### config.mk
export PLATFORM = sky130hd
export DESIGN_NAME = con_mdr_pcinc
export DESIGN_NICKNAME = d
export VERILOG_FILES = /design/src/rtl/con_mdr_pcinc.sv
export SDC_FILE = /design/constraint.sdc
export NUM_CORES = 1
export LEC_CHECK = 0
export CAP_MARGIN = 20
export CORE_MARGIN = 1
export CORE_UTILIZATION = 39
export CTS_CLUSTER_DIAMETER = 120
export CTS_CLUSTER_SIZE = 25
export DETAILED_ROUTE_END_ITERATION = 16
export PLACE_DENSITY = 0.78
export SLEW_MARGIN = 20
export SYNTH_ARGS = -nofsm -noshare
export SYNTH_HDL_FRONTEND = slang
export SYNTH_SLANG_ARGS = --single-unit
### constraint.sdc
create_clock -name clk -period 1.25 [get_ports clk]
set_clock_uncertainty 0.1 [all_clocks]
set_input_delay 0.125 -clock clk [delete_from_list [all_inputs] [get_ports clk]]
set_output_delay 0.125 -clock clk [all_outputs]
set_load 0.02 [all_outputs]
### src/rtl/con_mdr_pcinc.sv
// Datapath helpers: conditional-branch flag (CON FF), memory data register
// with bus/memory source select, and a registered PC+1 incrementer.
module con_mdr_pcinc (
    input  logic        clk,
    input  logic        clr,
    input  logic        CONin,
    input  logic [31:0] IR,
    input  logic [31:0] BusMuxOut,
    input  logic        MDRin,
    input  logic        Read,
    input  logic [31:0] Mdatain,
    input  logic        IncPC,
    input  logic [31:0] PC,
    output logic        con_out,
    output logic [31:0] MDR_q,
    output logic [31:0] PC_inc
);

    localparam int unsigned DATA_W = 32;

    localparam logic [1:0] COND_ZERO    = 2'b00;
    localparam logic [1:0] COND_NONZERO = 2'b01;
    localparam logic [1:0] COND_POS     = 2'b10;
    localparam logic [1:0] COND_NEG     = 2'b11;

    logic [1:0]        w_c2;
    logic              w_bus_zero;
    logic              w_bus_sign;
    logic              w_cond;
    logic [DATA_W-1:0] w_mdr_d;
    logic [DATA_W-1:0] w_pc_next;
    logic              w_unused_ir;

    logic              r_con;
    logic [DATA_W-1:0] r_mdr;
    logic [DATA_W-1:0] r_pc_inc;

    // Only the C2 field of the instruction matters to this block.
    assign w_c2        = IR[20:19];
    assign w_unused_ir = ^{IR[31:21], IR[18:0]};

    assign w_bus_zero = (BusMuxOut == '0);
    assign w_bus_sign = BusMuxOut[DATA_W-1];

    always_comb begin
        w_cond = 1'b0;
        case (w_c2)
            COND_ZERO:    w_cond = w_bus_zero;
            COND_NONZERO: w_cond = !w_bus_zero;
            COND_POS:     w_cond = !w_bus_sign;
            COND_NEG:     w_cond = w_bus_sign;
            default:      w_cond = 1'b0;
        endcase
    end

    assign w_mdr_d   = Read ? Mdatain : BusMuxOut;
    assign w_pc_next = PC + DATA_W'(1);

    // Three independent load-enabled registers sharing one async clear.
    always_ff @(posedge clk or negedge clr) begin
        if (!clr) begin
            r_con    <= 1'b0;
            r_mdr    <= '0;
            r_pc_inc <= '0;
        end else begin
            if (CONin) begin
                r_con <= w_cond;
            end
            if (MDRin) begin
                r_mdr <= w_mdr_d;
            end
            if (IncPC) begin
                r_pc_inc <= w_pc_next;
            end
        end
    end

    assign con_out = r_con;
    assign MDR_q   = r_mdr;
    assign PC_inc  = r_pc_inc;

endmodule

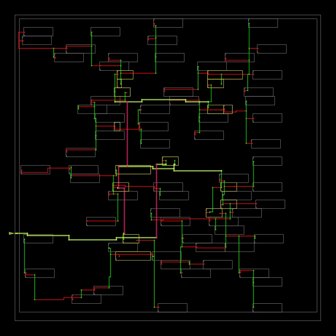
Fig. 1. Clock nets.
Flop Count: 65
clkbuf count: 11
clock sinks: 65

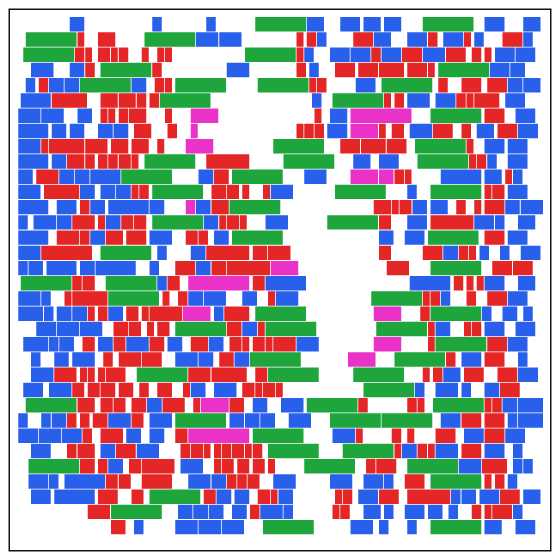
Fig. 2. Cells colored by class.
- blue: other buffers and delay cells (cells 257; share of their area 37%)
- green: flip-flops (cells 65; share of their area 26%)
- magenta: clock drivers and dummy loads (cells 16; share of their area 3.9%)
- red: all other logic (cells 289; share of their area 33%)

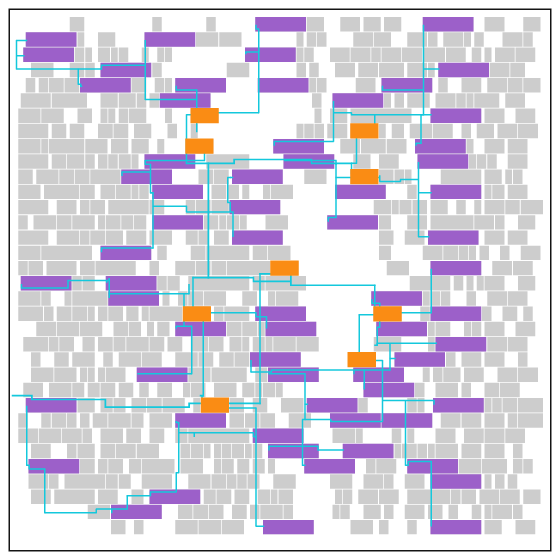
Fig. 3. Clock distribution.
- purple: flip-flops (count 65)
- cyan: clock wires (length 893 um)
- orange: cells driving clock nets (count 9)
- flops lie: spread over the die

==> results.txt <==
fresh numbers from the pnr run: final hold viol count 0, TritonCTS buffer count 9, overflow left after global routing 0, f_max 662 MHz, R2R depth 2, Worst EP required 1360 ps, syn_area_per_cell 9.17 um2, cell count after placement ~700, Setup crit start kind input port, nets 757, main flop type dfrtp_1, worst slew pin tran 364 ps, max-slew headroom at the worst pin 75.5%, P per Cell Area around 1000 nW/um2, R2R Path End PC_inc[28]$_DFFE_PN0P_, first-pass GRT wire length approximately 18000 um, Setup TNS -2970 ps, fin crit period around 1500 ps, # H-tree levels 3, fin worst setup slack -260 ps, number of cells in Yosys stat about 380, Largest cell class non-clock buffers, Yosys top cell by instances dfrtp_1, via count 3914, syn nets slightly above 500, Final Power 6.40 mW, Worst Hold Slack between 30 and 40 ps, Clock Pin Slew Worst Setup and Hold Paths 80 ps, YS warnings 0, run status finished, violations left, Final Setup Violations 20, Hold Path Origin BusMuxOut[25], antenna cells 0, DP Area around 5800 um2, slowest cell on the critical path or4_4, DRC Markers 0, YS chip area 3470 um2, fin cells 735, Distinct cells, synth 39, Non-clock buffer share 36.4%, crit-path cells buf_8, nand3_4, or4_4, buf_12, o21ba_2, or3_1, Core Util, Final 72.9%, Post-synth seq share 46.8%, Avg WL per Cell 16.7 um, failing checks setup timing, Vias/cell 5.33
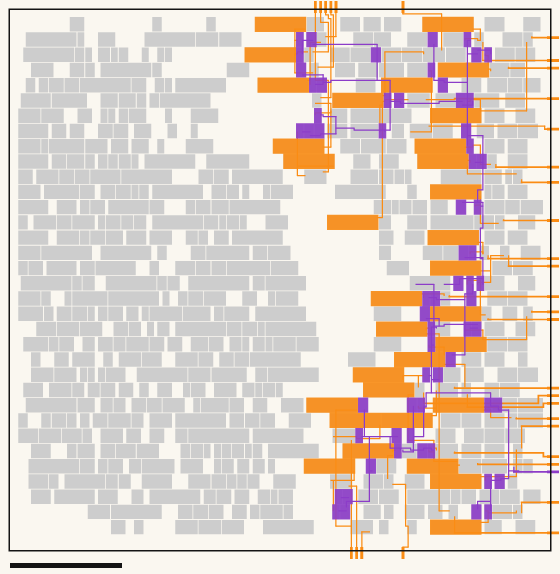
Fig. 4. Port wiring.
Bar = 20 um.
- orange: MDR_q (bits 32; direction output; edge 22 right, 6 top, 4 bottom; end cells 32; buffers 32; wire 827 um)
- purple: MDRin (bits 1; direction input; edge right; end cells 64; buffers 4; wire 352 um)
I/O Buffers: 168
I/O pin count: 199

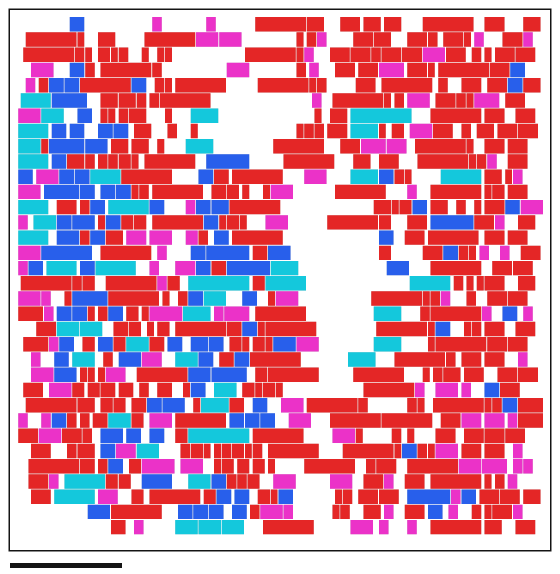
Fig. 5. Cell sizes after repair.
Bar = 20 um.
- blue: drive 3 to 4 (cells 102; share 16%)
- magenta: drive 2 (cells 100; share 16%)
- red: drive 1 or less (cells 382; share 61%)
- cyan: drive 6 and up (cells 43; share 6.9%)

[sequential cells by signal, indices dropped and copies added, names as in the netlist]
signal / cells
MDR_q: 32
con_out: 1
PC_inc: 32
[layer usage]
| metal | global-route usage [%] | share of wire (%) | vias up |
|---|---|---|---|
| met5 | 0 | 0 | - |
| met4 | 9.93 | 1.8 | 0 |
| met3 | 5.63 | 10 | 23 |
| met2 | 46.8 | 51 | 185 |
| met1 | 28.1 | 38 | 1837 |
| li1 | - | - | 1869 |
[worst reg2reg max path, cell delays in order, from the launching register on]
cell and delay (ps):
dfrtp_1 390, o2bb2ai_1 130, or3_1 370
[where the power goes]
part           leakage, nW  internal [mW]  switching (mW)
Sequential           0.728           2.32           0.128
Clock                0.120           1.38           0.834
Combinational         1.96          0.852           0.889
No activity file was given, so power comes from the tool's default toggle rates.
